--- src/rtl/tdsp_alu_pipe_if.sv ---
// Handshake and data bundle between operand fetch, the ALU pipe and accumulator write-back.
// The slave view belongs to the ALU. The master view belongs to the producer/consumer side.
interface tdsp_alu_pipe_if #(
  parameter int WIDTH = 32
);
  logic             in_valid;
  logic             in_ready;
  logic [2:0]       cmd;
  logic             ovm;
  logic [WIDTH-1:0] op_a;
  logic [WIDTH-1:0] op_b;
  logic             out_valid;
  logic             out_ready;
  logic [WIDTH:0]   result;
  logic             ovf_sticky;
  logic             clr_ovf;

  modport slave (
    input  in_valid, cmd, ovm, op_a, op_b, out_ready, clr_ovf,
    output in_ready, out_valid, result, ovf_sticky
  );

  modport master (
    output in_valid, cmd, ovm, op_a, op_b, out_ready, clr_ovf,
    input  in_ready, out_valid, result, ovf_sticky
  );
endinterface

--- src/rtl/tdsp_alu_pipe.sv ---
// Two-stage valid/ready ALU pipe. Stage 1 holds the raw result and the overflow flag.
// Stage 2 applies saturation and holds the output, which carries a sticky overflow status.
module tdsp_alu_pipe #(
  parameter int WIDTH = 32
) (
  input  logic                clk,
  input  logic                reset,
  tdsp_alu_pipe_if.slave      bus
);
  localparam logic [2:0] CMD_ADD = 3'd0;
  localparam logic [2:0] CMD_SUB = 3'd1;
  localparam logic [2:0] CMD_AND = 3'd2;
  localparam logic [2:0] CMD_OR  = 3'd3;
  localparam logic [2:0] CMD_XOR = 3'd4;
  localparam logic [2:0] CMD_ABS = 3'd5;
  localparam logic [2:0] CMD_OPA = 3'd6;

  localparam logic [WIDTH-1:0] PSAT = {1'b0, {(WIDTH-1){1'b1}}};
  localparam logic [WIDTH-1:0] NSAT = {1'b1, {(WIDTH-1){1'b0}}};
  localparam logic [WIDTH-1:0] ONE  = {{(WIDTH-1){1'b0}}, 1'b1};

  logic             s1_valid_q, s1_valid_d;
  logic [2:0]       s1_cmd_q, s1_cmd_d;
  logic             s1_ovm_q, s1_ovm_d;
  logic [WIDTH-1:0] s1_raw_q, s1_raw_d;
  logic             s1_ovf_q, s1_ovf_d;
  logic             out_valid_q, out_valid_d;
  logic [WIDTH:0]   result_q, result_d;
  logic             sticky_q, sticky_d;

  logic             s2_ready, accept, advance, out_xfer;
  logic [WIDTH-1:0] sum, diff, raw, sat_val;
  logic             raw_ovf;

  assign s2_ready = !out_valid_q || bus.out_ready;
  assign advance  = s1_valid_q && s2_ready;
  assign accept   = bus.in_valid && bus.in_ready;
  assign out_xfer = out_valid_q && bus.out_ready;

  assign bus.in_ready   = !s1_valid_q || s2_ready;
  assign bus.out_valid  = out_valid_q;
  assign bus.result     = result_q;
  assign bus.ovf_sticky = sticky_q;

  assign sum  = bus.op_a + bus.op_b;
  assign diff = bus.op_a - bus.op_b;

  always_comb begin
    raw     = bus.op_b;
    raw_ovf = 1'b0;
    case (bus.cmd)
      CMD_ADD: begin
        raw     = sum;
        raw_ovf = (bus.op_a[WIDTH-1] == bus.op_b[WIDTH-1]) && (sum[WIDTH-1] != bus.op_a[WIDTH-1]);
      end
      CMD_SUB: begin
        raw     = diff;
        raw_ovf = (bus.op_a[WIDTH-1] != bus.op_b[WIDTH-1]) && (diff[WIDTH-1] != bus.op_a[WIDTH-1]);
      end
      CMD_AND: raw = bus.op_a & bus.op_b;
      CMD_OR:  raw = bus.op_a | bus.op_b;
      CMD_XOR: raw = bus.op_a ^ bus.op_b;
      CMD_ABS: begin
        raw     = bus.op_a[WIDTH-1] ? (~bus.op_a + ONE) : bus.op_a;
        raw_ovf = (bus.op_a == NSAT);
      end
      CMD_OPA: raw = bus.op_a;
      default: raw = bus.op_b;
    endcase
  end

  // ABS of NSAT wraps back to NSAT; its true magnitude is positive, so it clamps high.
  always_comb begin
    sat_val = s1_raw_q;
    if (s1_ovm_q && s1_ovf_q) begin
      if (s1_cmd_q == CMD_ABS) sat_val = PSAT;
      else                     sat_val = s1_raw_q[WIDTH-1] ? PSAT : NSAT;
    end
  end

  always_comb begin
    s1_valid_d = s1_valid_q;
    s1_cmd_d   = s1_cmd_q;
    s1_ovm_d   = s1_ovm_q;
    s1_raw_d   = s1_raw_q;
    s1_ovf_d   = s1_ovf_q;
    if (accept) begin
      s1_valid_d = 1'b1;
      s1_cmd_d   = bus.cmd;
      s1_ovm_d   = bus.ovm;
      s1_raw_d   = raw;
      s1_ovf_d   = raw_ovf;
    end else if (advance) begin
      s1_valid_d = 1'b0;
    end
  end

  always_comb begin
    out_valid_d = out_valid_q;
    result_d    = result_q;
    if (advance) begin
      out_valid_d = 1'b1;
      result_d    = {s1_ovf_q, sat_val};
    end else if (out_xfer) begin
      out_valid_d = 1'b0;
    end
  end

  // A set on an ovf transfer takes priority over a clear in the same cycle.
  always_comb begin
    sticky_d = sticky_q;
    if (out_xfer && result_q[WIDTH]) sticky_d = 1'b1;
    else if (bus.clr_ovf)            sticky_d = 1'b0;
  end

  always_ff @(posedge clk or posedge reset) begin
    if (reset) begin
      s1_valid_q  <= 1'b0;
      s1_cmd_q    <= 3'd0;
      s1_ovm_q    <= 1'b0;
      s1_raw_q    <= '0;
      s1_ovf_q    <= 1'b0;
      out_valid_q <= 1'b0;
      result_q    <= '0;
      sticky_q    <= 1'b0;
    end else begin
      s1_valid_q  <= s1_valid_d;
      s1_cmd_q    <= s1_cmd_d;
      s1_ovm_q    <= s1_ovm_d;
      s1_raw_q    <= s1_raw_d;
      s1_ovf_q    <= s1_ovf_d;
      out_valid_q <= out_valid_d;
      result_q    <= result_d;
      sticky_q    <= sticky_d;
    end
  end
endmodule

--- src/flat_wrapper.sv ---
// flat-port wrapper written by rule: the top's interface ports become plain ports
module tdsp_alu_pipe_flat 
#(
  parameter int WIDTH = 32
)
  (clk, reset, bus_in_valid, bus_cmd, bus_ovm, bus_op_a, bus_op_b, bus_out_ready, bus_clr_ovf, bus_in_ready, bus_out_valid, bus_result, bus_ovf_sticky);
  tdsp_alu_pipe_if #(.WIDTH(WIDTH)) bus_i ();
  input  logic clk;
  input  logic reset;
  input wire logic [$bits(bus_i.in_valid)-1:0] bus_in_valid;
  input wire logic [$bits(bus_i.cmd)-1:0] bus_cmd;
  input wire logic [$bits(bus_i.ovm)-1:0] bus_ovm;
  input wire logic [$bits(bus_i.op_a)-1:0] bus_op_a;
  input wire logic [$bits(bus_i.op_b)-1:0] bus_op_b;
  input wire logic [$bits(bus_i.out_ready)-1:0] bus_out_ready;
  input wire logic [$bits(bus_i.clr_ovf)-1:0] bus_clr_ovf;
  output wire logic [$bits(bus_i.in_ready)-1:0] bus_in_ready;
  output wire logic [$bits(bus_i.out_valid)-1:0] bus_out_valid;
  output wire logic [$bits(bus_i.result)-1:0] bus_result;
  output wire logic [$bits(bus_i.ovf_sticky)-1:0] bus_ovf_sticky;
  assign bus_i.in_valid = bus_in_valid;
  assign bus_i.cmd = bus_cmd;
  assign bus_i.ovm = bus_ovm;
  assign bus_i.op_a = bus_op_a;
  assign bus_i.op_b = bus_op_b;
  assign bus_i.out_ready = bus_out_ready;
  assign bus_i.clr_ovf = bus_clr_ovf;
  assign bus_in_ready = bus_i.in_ready;
  assign bus_out_valid = bus_i.out_valid;
  assign bus_result = bus_i.result;
  assign bus_ovf_sticky = bus_i.ovf_sticky;
  tdsp_alu_pipe #(.WIDTH(WIDTH)) u_core (.clk(clk), .reset(reset), .bus(bus_i));
endmodule
--- config.mk ---
export PLATFORM = sky130hd
export DESIGN_NAME = tdsp_alu_pipe_flat
export DESIGN_NICKNAME = d
export VERILOG_FILES = /design/src/rtl/tdsp_alu_pipe_if.sv /design/src/rtl/tdsp_alu_pipe.sv /design/src/flat_wrapper.sv
export SDC_FILE = /design/constraint.sdc
export NUM_CORES = 1
export LEC_CHECK = 0
export CELL_PAD_IN_SITES_DETAIL_PLACEMENT = 2
export CELL_PAD_IN_SITES_GLOBAL_PLACEMENT = 2
export CORE_UTILIZATION = 30
export CTS_BUF_LIST = sky130_fd_sc_hd__clkbuf_8
export DETAILED_ROUTE_END_ITERATION = 10
export PLACE_DENSITY_LB_ADDON = 0.1
export RECOVER_POWER = 100
export SLEW_MARGIN = 15
export SYNTH_ARGS = -nofsm -noshare
export SYNTH_HDL_FRONTEND = slang
export SYNTH_SLANG_ARGS = --single-unit
export TNS_END_PERCENT = 1
--- constraint.sdc ---
create_clock -name clk -period 2 [get_ports clk]
set_clock_uncertainty 0.15 [all_clocks]
set_input_delay 0.2 -clock clk [delete_from_list [all_inputs] [get_ports clk]]
set_output_delay 0.2 -clock clk [all_outputs]
set_load 0.01 [all_outputs]
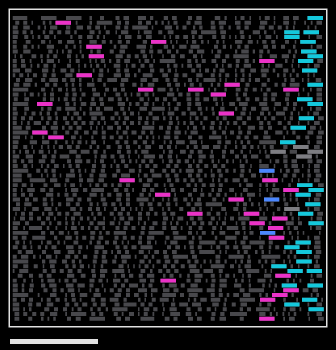
Figure 1: where the registers sit.
The bar under the picture is 50 um long. Other sequential cells in the stronger gray, the rest of the logic in the fainter gray.
Key: cyan = u_core.bus.result [flops 33, where a vertical strip on the right]; blue = u_core.s1_cmd_q [flops 3]; magenta = u_core.s1_raw_q [flops 32, where all over the die]
Core Util, Final: 52.14%
Reg area: 0.001827 sq mm
Seq area share: 11.33%
P_seq: 0.00211 W

==> impl_metrics.py <==
# Metrics from the implementation run
metrics = {
    "status": {
        "status": "finished, violations left",
        "violations": "negative setup slack",
    },
    "detailed_routing": {
        "wl_met3_um": 8535,
        "firstDrtPassIters": 7,
        "drt_wl_total_um": 81880,
        "wl_met2_um": 36420,
        "viasPerCell": 6.623,
        "num_vias": 15180,
        "wl_per_cell_um": 35.72,
        "drc_errors": 0,
    },
    "worst_setup_path": {
        "cpMostUsedCell": "inv_1",
        "critical-path-slowest-cell": "clkdlybuf4s50_1",
        "r2r_slack_ns": -0.57,
        "critPathMaxFanout": 5,
        "cp-end-kind": "flip-flop",
        "critPathTopFamily": "AND-OR/OR-AND gates",
        "path_class": "input port to flip-flop",
        "worstSetupStartpointType": "input port",
        "cpPeakStageDelay_ns": 0.52,
    },
    "final_layout": {
        "drive_above_1_share_pct": 40.51,
        "ff_count": 73,
        "comb_area_sq_mm": 0.008077,
        "nets": 2071,
        "syn2layout_area_growth_pct": 69.55,
        "fillCellCount": 3376,
        "inv_count": 106,
        "buffer_area_share_pct": 31.55,
        "non_clock_buffer_count": 635,
        "layoutNonFillerInstCount": 2292,
        "largest_register_ffs": 33,
        "final_cell_mix": "492 x buf_4, 161 x nor2_1, 105 x nand2_1, 105 x a21oi_1, 94 x o21ai_0",
    },
    "yosys": {
        "synthAdderAreaFrac_pct": 14.90,
        "simple_gate_share_pct": 18.84,
        "top_cells_by_area": "dfrtp_1 19%, ha_1 14%, a21oi_1 6.8%",
        "avgSynthCellArea_sq_um": 7.168,
        "synth_cell_type_count": 79,
        "yosys_cells": 1326,
        "synth-seq-cells": 73,
        "ys_sh_aoi_pct": 33.68,
        "syn_area_sq_mm": 0.009505,
        "ys_seq_share_pct": 19.22,
        "ys.flop_type": "dfrtp_1",
        "largest_area_cell": "dfrtp_1",
        "yosys_area_sq_mm": 0.009505,
        "netlist_instances": 1326,
        "syn_nets": 1511,
    },
    "power_and_ir_drop": {
        "power.group.top": "combinational cells",
        "power_frac_seq_pct": 23.7,
        "p_int_w": 0.004620,
        "comb_cell_power_w": 0.00534,
        "clockPowerShare_pct": 16.4,
    },
    "placement": {
        "place_area_sq_mm": 0.01458,
        "dp_hpwl_um": 47910,
    },
    "global_routing": {
        "grt_max_degree": 36,
        "antenna_found_initial": 7,
        "grt_usage_pct": 43.56,
        "grt_util_met3_pct": 8.549,
    },
    "timing": {
        "min_period_over_period_pct": 162.5,
        "fin_ws_ns": -1.249,
        "finalSetupViolations": 35,
        "whs_ns": 0.1933,
        "finalHoldViolCount": 0,
        "drv_slew": 0,
        "tightestPinTransition_ns": 0.6395,
        "fin_crit_ns": 3.249,
    },
    "clock_network": {
        "clock_latency_ns": 0.43,
        "cts_buffers": 9,
        "path_clk_slew_ns": 0.12,
        "cts_sinks": 73,
        "cts_root_buffer": "clkbuf_8",
        "cts_tree": "built",
        "htreeDepth": 3,
    },
    "run": {
        "drv_cap": 0,
        "warnings": 106,
    },
    "die": {
        "rows": 64,
        "io_pins": 109,
        "core-area_sq_mm": 0.03091,
        "die_area_sq_mm": 0.03240,
        "initCoreUtil_pct": 30.75,
    },
    "min_path": {
        "hold_path.class": "input port to flip-flop",
    },
}
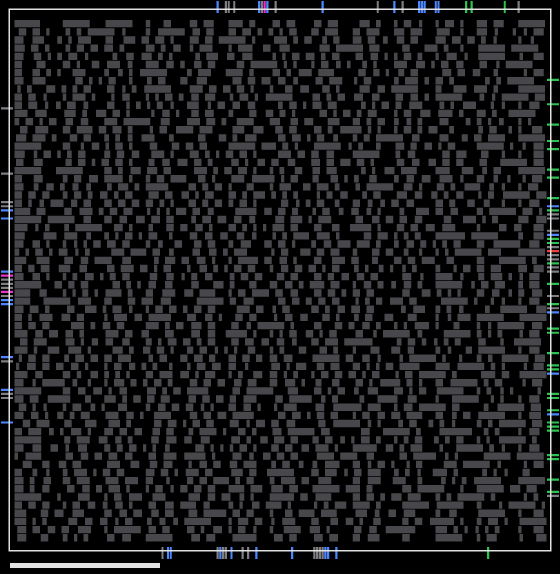
Figure 2: pin placement.
The bar under the picture is 50 um long. Pins as bars across the die edge, other pins in gray.
Key: magenta = bus_cmd [pins 3, direction input, edge 2 left, 1 top]; green = bus_result [pins 33, direction output, edge 29 right, 3 top, 1 bottom]; red = bus_out_valid [pins 1, direction output, edge right]; blue = bus_op_b [pins 32, direction input, edge 10 top, 9 bottom, 8 left, 5 right]
All pins by edge: 46 right, 22 top, 21 left, 20 bottom.
Chip Width: 180 um
IO buf count: 108
DIE HEIGHT: 180 um

-- final timing paths --
| check | from | endpoint | depth (start not counted) |
|---|---|---|---|
| setup / recovery | bus_op_a[23] | u_core.s1_raw_q[30] | 13 |
| hold / removal | bus_op_b[1] | u_core.s1_raw_q[1] | 4 |
| setup reg to reg | u_core.s1_valid_q | u_core.s1_raw_q[30] | 9 |
| hold reg to reg | u_core.s1_raw_q[9] | u_core.s1_raw_q[9] | 1 |
| max in group asynchronous | reset | u_core.s1_raw_q[23] | 4 |
| min in group asynchronous | reset | u_core.bus.result[8] | 3 |
-- repair_timing --
| item | in CTS | in global routing |
|---|---|---|
| buffers inserted | 32 | 3 |
| hold endpoints to repair | 8 | 0 |
| hold buffers | 1 | 0 |
| gates resized | 303 | 55 |
| pin swaps | 69 | 21 |
| endpoints found under the setup margin | 32 | 31 |
Power figures rest on the tool's default switching activity, not on a simulated workload.
